--- config.mk ---
export PLATFORM = sky130hd
export DESIGN_NAME = seq_restoring_divider
export DESIGN_NICKNAME = d
export VERILOG_FILES = /design/src/rtl/seq_restoring_divider.sv
export SDC_FILE = /design/constraint.sdc
export NUM_CORES = 1
export LEC_CHECK = 0
export ABC_AREA = 1
export CORE_MARGIN = 3
export CORE_UTILIZATION = 60
export DETAILED_ROUTE_END_ITERATION = 16
export HOLD_SLACK_MARGIN = 0.08
export PLACE_DENSITY = 0.89
export SYNTH_ARGS = -nofsm -noshare
export SYNTH_HDL_FRONTEND = slang
export SYNTH_SLANG_ARGS = --single-unit
--- constraint.sdc ---
create_clock -name clk -period 3.25 [get_ports clk]
set_input_delay 0.8125 -clock clk [delete_from_list [all_inputs] [get_ports clk]]
set_output_delay 0.8125 -clock clk [all_outputs]
set_load 0.05 [all_outputs]
--- src/rtl/seq_restoring_divider.sv ---
// Multi-cycle unsigned restoring divider: one quotient bit per clock, start/ready/valid handshake.
// Divide-by-zero short-circuits to DONE with an all-ones quotient and the dividend as remainder.
module seq_restoring_divider #(
    parameter int unsigned dividend_width = 32,
    parameter int unsigned divisor_width  = 32
) (
    input  logic                      clk,
    input  logic                      rst,
    input  logic                      start,
    input  logic [dividend_width-1:0] dividend,
    input  logic [divisor_width-1:0]  divisor,
    output logic                      ready,
    output logic                      valid,
    output logic [dividend_width-1:0] quotient,
    output logic [divisor_width-1:0]  remainder,
    output logic                      div_by_zero
);

    localparam int unsigned CntW = $clog2(dividend_width + 1);

    typedef enum logic [1:0] {StIdle, StBusy, StDone} state_e;

    state_e                    state_q;
    logic [dividend_width-1:0] d_q;
    logic [dividend_width-1:0] d_step;
    logic [divisor_width:0]    p_q;
    logic [divisor_width:0]    p_shift;
    logic [divisor_width:0]    p_step;
    logic [divisor_width-1:0]  dvs_q;
    logic [CntW-1:0]           cnt_q;
    logic                      q_bit;
    logic                      accept;

    assign accept = start && ready;

    // d_q doubles as the quotient accumulator: dividend bits leave at the top, quotient bits
    // enter at the bottom.
    always_comb begin
        p_shift = {p_q[divisor_width-1:0], d_q[dividend_width-1]};
        q_bit   = (p_shift >= {1'b0, dvs_q});
        p_step  = q_bit ? (p_shift - {1'b0, dvs_q}) : p_shift;
        d_step  = {d_q[dividend_width-2:0], q_bit};
    end

    always_ff @(posedge clk) begin
        if (rst) begin
            state_q     <= StIdle;
            ready       <= 1'b1;
            valid       <= 1'b0;
            quotient    <= '0;
            remainder   <= '0;
            div_by_zero <= 1'b0;
            d_q         <= '0;
            p_q         <= '0;
            dvs_q       <= '0;
            cnt_q       <= '0;
        end else begin
            valid <= 1'b0;
            unique case (state_q)
                StIdle, StDone: begin
                    if (accept) begin
                        if (divisor == '0) begin
                            state_q     <= StDone;
                            ready       <= 1'b1;
                            valid       <= 1'b1;
                            quotient    <= '1;
                            remainder   <= divisor_width'(dividend);
                            div_by_zero <= 1'b1;
                        end else begin
                            state_q     <= StBusy;
                            ready       <= 1'b0;
                            d_q         <= dividend;
                            dvs_q       <= divisor;
                            p_q         <= '0;
                            cnt_q       <= CntW'(dividend_width);
                            quotient    <= '0;
                            remainder   <= '0;
                            div_by_zero <= 1'b0;
                        end
                    end else begin
                        state_q <= StIdle;
                    end
                end
                StBusy: begin
                    p_q   <= p_step;
                    d_q   <= d_step;
                    cnt_q <= cnt_q - CntW'(1);
                    if (cnt_q == CntW'(1)) begin
                        state_q   <= StDone;
                        ready     <= 1'b1;
                        valid     <= 1'b1;
                        quotient  <= d_step;
                        remainder <= p_step[divisor_width-1:0];
                    end
                end
                default: state_q <= StIdle;
            endcase
        end
    end

endmodule

==> flow_metrics.env, run 1 <==
# physical design summary
export IMPL_ys_area_sq_um=9935
export IMPL_path_cells="clkdlybuf4s50_1, nor4_1, nand3b_1, nor2_2, buf_4, a31oi_1, nand3_1, nand2_1, inv_1"
export IMPL_cts_clk_slew_worst_paths_ns=0.07
export IMPL_async_flop_share_pct=0
export IMPL_cts_buffers=17
export IMPL_top_area_share_pct=34.46
export IMPL_grt_pass1_vias=9993
export IMPL_crit_fanout=26
export IMPL_io_buffer_count=133
export IMPL_finalClockPeriodUsage_pct=81.79
export IMPL_path_class="input port to flip-flop"
export IMPL_wl_per_cell_um=16.84
export IMPL_fin_tns_setup_ns=0
export IMPL_critical_path_slowest_cell="clkdlybuf4s50_1"
export IMPL_grt_max_degree=66
export IMPL_clock_latency_late_pin_ns=0.44
export IMPL_fp_utilization_pct=61.87
export IMPL_drv_cap=0
export IMPL_cts_resized_gates=0
export IMPL_worstPathArrival_ns=3.04
export IMPL_drtPass1Iterations=7
export IMPL_ys_cells=1553
export IMPL_area_growth_pct=21.83
export IMPL_yosysWarnings=0
export IMPL_finalMaxSlewViolations=0
export IMPL_routabilityCongestion=0.9780
export IMPL_edf_count=0
export IMPL_min_period_ns=2.658
export IMPL_antenna_found_initial=0
export IMPL_fin_nets=1754
export IMPL_placed_cell_area_sq_um=11490
export IMPL_ff_type="dfxtp_1"
export IMPL_holdBufCountCts=0
export IMPL_syn_area_per_cell_sq_um=6.397
export IMPL_post_drt_via_cell_ratio=5.735
export IMPL_stdcell_count=1881
export IMPL_final_core_util_pct=75.37
export IMPL_logic_area_sq_um=5213
export IMPL_setup_slack_ns=0.5920
export IMPL_dp_slack_ns=0.1704
export IMPL_rsz0062_at_grt="false"
export IMPL_drc=0
export IMPL_synthTopCellsByArea="dfxtp_1, nand2_1, inv_1"
export IMPL_relSlewSlack_pct=61.63
export IMPL_grt_use_total_pct=34.72
export IMPL_synth_nets=1655
export IMPL_numSynthFlops=171
export IMPL_status="finished clean"
export IMPL_cp_end_kind="flip-flop"
export IMPL_post_cts_buffers=0
export IMPL_htree_levels=4
export IMPL_core_sq_um=16060
export IMPL_power_total_mw=7.930
export IMPL_postLayoutCellArea_sq_um=12100
export IMPL_yosysTopAreaCell="dfxtp_1"
export IMPL_min_path_type="flip-flop to flip-flop"
export IMPL_leakagePower_nw=6.232
export IMPL_num_antenna_cells=0
export IMPL_fmax_mhz=376.2
export IMPL_synth_area_sq_um=9935
export IMPL_warning_count=28
export IMPL_clock_path_buffers=2
export IMPL_dp_hpwl_um=23150
export IMPL_syn_inst=1553
export IMPL_grt_pass1_wl_um=50670
export IMPL_ioPinCount=134
export IMPL_finClkSkew_ns=0.01220
export IMPL_postSynthSeqShare_pct=34.46
export IMPL_ys_types=38
export IMPL_drtAntennaViolNets=0
export IMPL_holdWs_ns=0.4599
export IMPL_powerDensity_nw_per_um2=655.2
export IMPL_fillCellCount=1252
export IMPL_dp_cells=1849
export IMPL_common_cells="nand2_1, inv_1, dfxtp_1"
export IMPL_detail_route_iter0_violations=1227
export IMPL_die_area_sq_um=18140
export IMPL_final_setup_viol_count=0
export IMPL_cpPeakStageDelay_ns=0.42
export IMPL_worstSetupStartpointType="input port"
export IMPL_synth_top_cell_by_count="nand2_1"
export IMPL_worst_slew_pin_slew_ns=0.5746
export IMPL_cp_data_required_time_ns=3.63
export IMPL_flop_area_sq_um=3423
export IMPL_overflow=0
export IMPL_hold_viol_final=0
export IMPL_cts_tree="yes"
export IMPL_cts_num_sinks=171
export IMPL_drive_above_1_share_pct=4.865
export IMPL_cts_root_buffer="clkbuf_16"
==> run 1: flip-flops by register name, indices dropped and copies added (netlist names) <==
register / cells
ready: 1
d_q: 32
div_by_zero: 1
remainder: 32
cnt_q: 6
valid: 1
quotient: 32
state_q: 2
dvs_q: 32
p_q: 32
==> run 1: worst max-delay path, delay by kind of cell <==
family | cells | cell delay [ns]
AND-OR/OR-AND | 1 | 0.22
buffers and inverters | 3 | 0.83
AND/OR/NAND/NOR | 5 | 1.18
==> run 1: logic make-up after synthesis <==
logic type,count (synthesis),share of synthesized area [%]
fa+ha+maj,35,4.484
simple gates,717,30.57
xor+xnor,15,1.322
buf+inv,343,13.34
flops,171,34.46
compound gates,272,15.83
==> run 1: layout make-up <==
class / instances / share of cell area (%)
multi-input combinational: 1039 / 43.07
sequential: 171 / 28.28
timing repair buffer: 158 / 13.17
inverter: 265 / 8.219
clock buffer: 19 / 3.742
tap: 216 / 2.233
clock inverter: 13 / 1.282
==> run 1: placed cells by master, fill, tap and decap left out, types with 2 or more instances in the layout <==
cell type / count
nand4_1: 39
nor2_4: 3
buf_12: 6
nor3_1: 6
xor2_1: 14
o211ai_1: 2
dfxtp_1: 171
o211a_1: 25
nor2_2: 9
ha_1: 34
clkdlybuf4s50_1: 133
clkinv_8: 2
a21oi_1: 87
inv_1: 259
nand2_1: 453
clkbuf_8: 2
buf_4: 19
inv_8: 5
and2_1: 3
nor2_1: 60
o21ai_1: 4
o21ai_0: 101
clkbuf_16: 17
a31oi_1: 45
inv_2: 6
nor4_1: 4
nand3_1: 135
clkinvlp_4: 3
a211oi_1: 2
==> run 1: power by group <==
| group | switching, mW | leakage (nW) | internal (mW) |
|---|---|---|---|
| clock network | 0.972 | 0.291 | 1.14 |
| registers | 0.167 | 1.40 | 2.35 |
| logic | 2.25 | 4.54 | 1.06 |
==> run 1: metal layers <==
layer | up-vias | track usage (%) | share of wire [%]
li1 | 5176 | - | -
met1 | 4965 | 46.14 | 42
met2 | 554 | 56.39 | 46
met3 | 92 | 4.955 | 8.0
met4 | 0 | 15.27 | 4.4
met5 | - | 0 | 0
==> run 1: path summary, 6_finish.rpt <==
| path | start | end | slack, ns | cells past startpoint |
|---|---|---|---|---|
| setup reg to reg | p_q[7]$_SDFFE_PP0P_ | p_q[6]$_SDFFE_PP0P_ | 0.71 | 15 |
| hold / removal | dvs_q[15]$_SDFFE_PP0P_ | dvs_q[15]$_SDFFE_PP0P_ | 0.46 | 2 |
| setup / recovery | divisor[11] | remainder[17]$_SDFFE_PP0P_ | 0.59 | 9 |
| hold reg to reg | dvs_q[15]$_SDFFE_PP0P_ | dvs_q[15]$_SDFFE_PP0P_ | 0.46 | 2 |
**Run 1: routed clock nets over the placement**

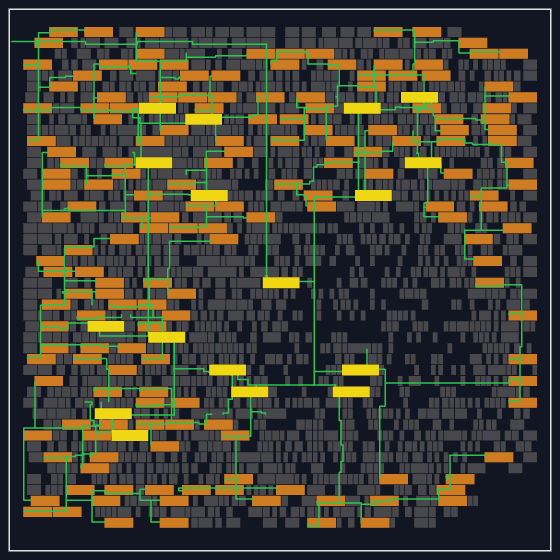
legend:
  orange:
    item: flip-flops
    count: 171
  green:
    item: clock wires
    length: 2120 um
  yellow:
    item: clock drivers
    count: 17
flops lie: spread over the die
routed clock nets: 18

**Run 1: supply network**

Pins as bars on the die edge. Tap cells in grey.
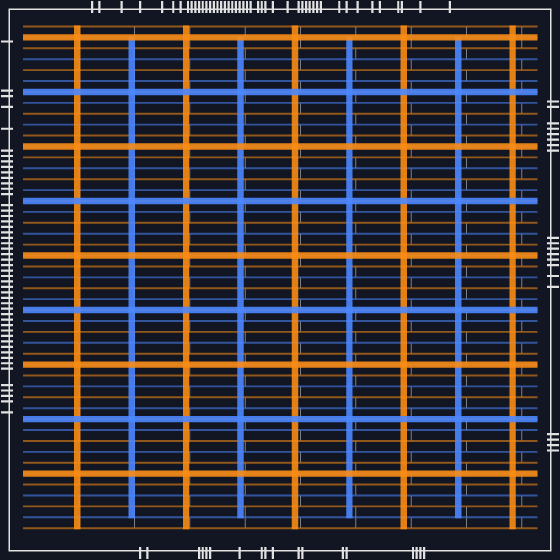
legend:
  blue:
    net: VDD
  orange:
    net: VSS
tap cells: 216
signal pins: 134
Die H: 134.7 um
Max IR drop VDD: 0.4752 mV
Die Width: 134.7 um

**Run 1: the metal 2 layer**

Bar = 50 um.
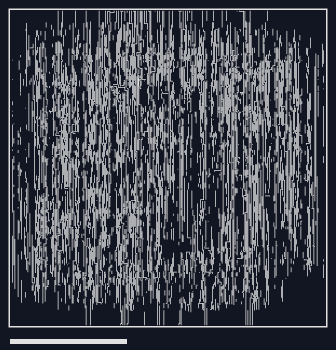
share of all routed wire: 46%
wire length on this layer: 14500 um
via count: 10790
met2 usage: 56.39%
final WL: 31680 um

**Run 1: cell outlines without signal wires**

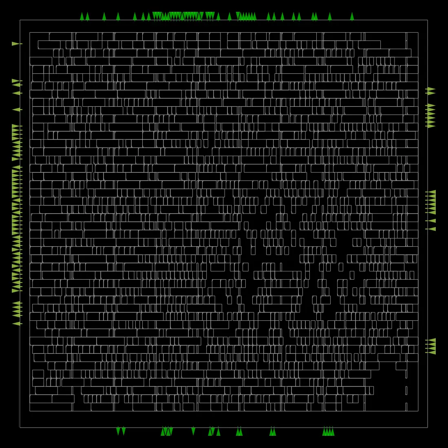
# Taps: 216
row count: 46

**Run 1: placed cells, one colour a class**

Bar = 50 um. Fill, decap, tap and diode cells in grey.
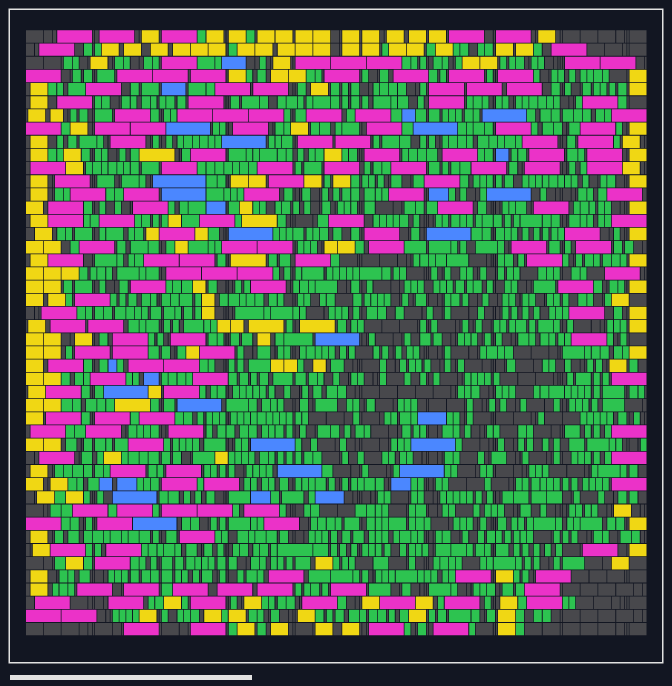

==> run 2, diff against run 1 <==
--- a/config.mk
+++ b/config.mk
@@ -7,10 +7,10 @@
 export LEC_CHECK = 0
 export ABC_AREA = 1
 export CORE_MARGIN = 3
-export CORE_UTILIZATION = 60
+export CORE_UTILIZATION = 51
 export DETAILED_ROUTE_END_ITERATION = 16
 export HOLD_SLACK_MARGIN = 0.08
-export PLACE_DENSITY = 0.89
+export PLACE_DENSITY = 0.81
 export SYNTH_ARGS = -nofsm -noshare
 export SYNTH_HDL_FRONTEND = slang
 export SYNTH_SLANG_ARGS = --single-unit
==> constraint.sdc (replaced) <==
create_clock -name clk -period 2.15 [get_ports clk]
set_input_delay 0.5375 -clock clk [delete_from_list [all_inputs] [get_ports clk]]
set_output_delay 0.5375 -clock clk [all_outputs]
set_load 0.05 [all_outputs]
**Run 2: placed cells, one colour a class**

Bar = 50 um. Fill, decap, tap and diode cells in grey.
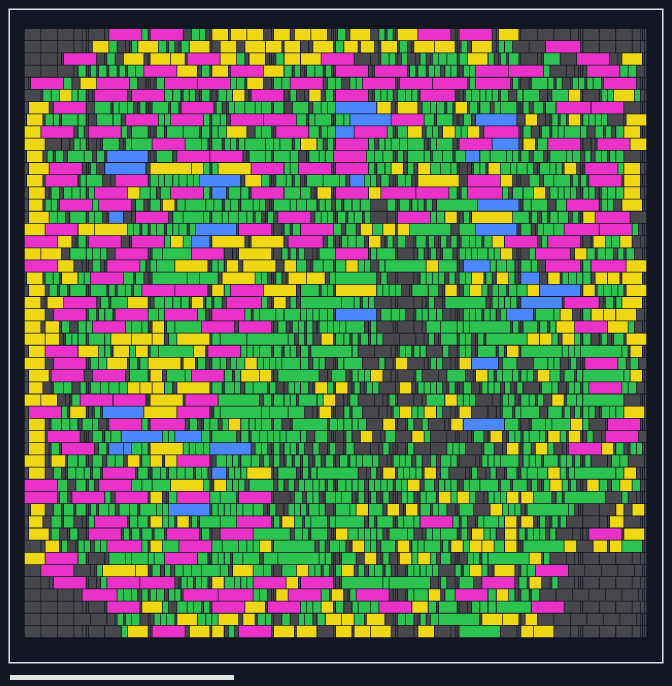
legend:
  magenta:
    class: sequential cells
    cells: 171
    share_of_their_area: 24%
  blue:
    class: clock drivers and dummy loads
    cells: 32
    share_of_their_area: 4.2%
  green:
    class: combinational and other logic
    cells: 1304
    share_of_their_area: 50%
  yellow:
    class: remaining buffers and delay cells
    cells: 317
    share_of_their_area: 22%
cell area after layout: 14690 sq um
Post-Route Utilization: 77.77%
sequential share of cell area: 23.50%

==> flow_metrics.env, run 2 <==
# physical design summary
export IMPL_synthMuxAreaShare_pct=0
export IMPL_numSynthFlops=171
export IMPL_fin_tns_setup_ns=-3.752
export IMPL_ys_sh_xor_pct=1.322
export IMPL_fin_nets=1913
export IMPL_antenna_found_initial=0
export IMPL_setup_slack_ns=-0.1353
export IMPL_ioPinCount=134
export IMPL_finClkSkew_ns=0.01077
export IMPL_grt_use_total_pct=30.96
export IMPL_ys_area_sq_um=9935
export IMPL_common_cells="nand2_1, inv_1, dfxtp_1"
export IMPL_drtAntennaViolNets=0
export IMPL_final_cell_mix="nand2_1, inv_1, buf_4"
export IMPL_drc=0
export IMPL_fa_ha_area_share_pct=4.484
export IMPL_min_path_type="input port to flip-flop"
export IMPL_crit_fanout=7
export IMPL_layout_top_cell="nand2_1"
export IMPL_post_drt_via_cell_ratio=5.565
export IMPL_logic_family="simple AND/OR/NAND/NOR gates"
export IMPL_worstSetupStartpointType="flip-flop"
export IMPL_ys_cells=1553
export IMPL_edf_count=0
export IMPL_cp_end_kind="flip-flop"
export IMPL_rsz0062_at_grt="true"
export IMPL_cts_root_buffer="clkbuf_16"
export IMPL_synth_top_cell_by_count="nand2_1"
export IMPL_wl_per_cell_um=17.60
export IMPL_violations="setup timing"
export IMPL_ys_sh_aoi_pct=15.83
export IMPL_die_area_sq_um=21190
export IMPL_synth_area_sq_um=9935
export IMPL_fp_utilization_pct=52.58
export IMPL_worstPathArrival_ns=2.67
export IMPL_leakagePower_nw=8.287
export IMPL_power_total_mw=13.79
export IMPL_fmax_mhz=437.6
export IMPL_swShare_pct=43.00
export IMPL_num_antenna_cells=0
export IMPL_status="complete, but fails checks"
export IMPL_clock_path_buffers=2
export IMPL_final_setup_viol_count=51
export IMPL_rows=50
export IMPL_cts_tree="yes"
export IMPL_finalMaxSlewViolations=0
export IMPL_relSlewSlack_pct=63.85
export IMPL_routed_wl_um=36690
export IMPL_path_class="flip-flop to flip-flop"
export IMPL_cts_clk_slew_worst_paths_ns=0.08
export IMPL_drv_cap=0
export IMPL_power_switching_mw=5.928
export IMPL_p_int_mw=7.857
export IMPL_detail_route_iter0_violations=1089
export IMPL_io_buffer_count=133
export IMPL_vias=11600
export IMPL_overflow=0
export IMPL_yosysTopAreaCell="dfxtp_1"
export IMPL_cts_buffers=17
export IMPL_yosysWarnings=0
export IMPL_drive_above_1_share_pct=23.30
export IMPL_syn_area_per_cell_sq_um=6.397
**Run 2: supply network**

Pins as bars on the die edge. Tap cells in grey.
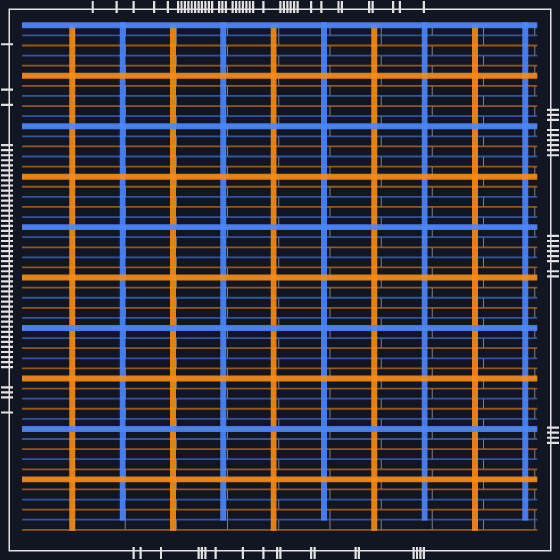
legend:
  blue:
    net: VDD
  orange:
    net: VSS
met1 rails: 51
signal pins: 134
met5 straps: 10
met4 straps: 10
rows: 50
Die H: 145.6 um
Die Width: 145.6 um
Max IR drop VDD: 0.7086 mV

[run 2: cell counts after synthesis]
Identical to the previous run, type by type.
[run 2: worst paths after layout]
| path | endpoint | depth (start not counted) | start |
|---|---|---|---|
| worst min-delay path | dvs_q[4]$_SDFFE_PP0P_ | 3 | divisor[4] |
| worst max register to register | p_q[7]$_SDFFE_PP0P_ | 16 | dvs_q[6]$_SDFFE_PP0P_ |
| worst max-delay path | p_q[7]$_SDFFE_PP0P_ | 16 | dvs_q[6]$_SDFFE_PP0P_ |
| worst min register to register | quotient[21]$_SDFFE_PP0P_ | 2 | quotient[21]$_SDFFE_PP0P_ |
[run 2: timing repair]
action / CTS / global route
endpoints found under the hold margin: 0 / 0
setup endpoints to repair: 174 / 210
setup buffers: 8 / 5
pin swaps: 12 / 58
gates resized: 84 / 225
cloned: 1 / 4
[run 2: layout make-up]
type | count | area [sq um]
clock buffer | 17 | 425.4
clock inverter | 15 | 172.7
fill | 1365 | 4199
inverter | 265 | 996.0
multi-input combinational | 1039 | 6171
sequential | 171 | 3453
tap | 260 | 325.3
timing repair buffer | 317 | 3151
[run 2: through the flow]
stage / setup slack [ns] / utilization [%] / hold WS (ns)
2_1_floorplan: 0.1533 / - / 0.4331
3_3_place_gp: -0.5539 / 67.32 / 0.4440
3_5_place_dp: -0.6007 / 67.32 / 0.4517
4_1_cts: -0.01560 / 73.21 / 0.4623
5_1_grt: -0.2156 / 77.77 / 0.4872
6_report: -0.1353 / 77.77 / 0.4530
[run 2: kinds of logic (layout without fill, tap and decap cells)]
| family | count (synthesis) | in the layout |
|---|---|---|
| AND/OR/NAND/NOR | 717 | 717 |
| buffers and inverters | 343 | 614 |
| AND-OR/OR-AND | 272 | 272 |
| flip-flops | 171 | 171 |
| adder cells (fa/ha/maj) | 35 | 35 |
| XOR/XNOR | 15 | 15 |
[run 2: power groups by stage]
stage	Sequential [mW]	Combinational, mW	Clock, mW
after global routing	3.87	7.35	3.26
after CTS	3.81	6.13	3.12
after global placement	3.84	5.68	0
after detailed placement	3.85	5.75	0
after floorplan	4.26	2.95	0
final	3.84	6.85	3.10
[run 2: worst max-delay path, stage by stage, from the launching register on]
cell,delay [ns]
dfxtp_1,0.34
inv_1,0.08
ha_4,0.30
nand2_1,0.10
nor2_4,0.13
nand3_1,0.12
nand3_2,0.12
nand2_2,0.09
nand2_4,0.10
nand2_4,0.09
a21oi_4,0.18
buf_12,0.15
buf_12,0.13
nand2_2,0.08
nand3_2,0.10
nand2_1,0.06
inv_1,0.06
[run 2: layer usage]
layer	track usage (%)	wire length [um]	vias up
met5	0	0	-
met3	5.170	2917	128
met2	52.70	17450	601
li1	-	-	5503
met1	39.17	14420	5366
met4	12.49	1906	0
Power and IR drop assume default switching activity.
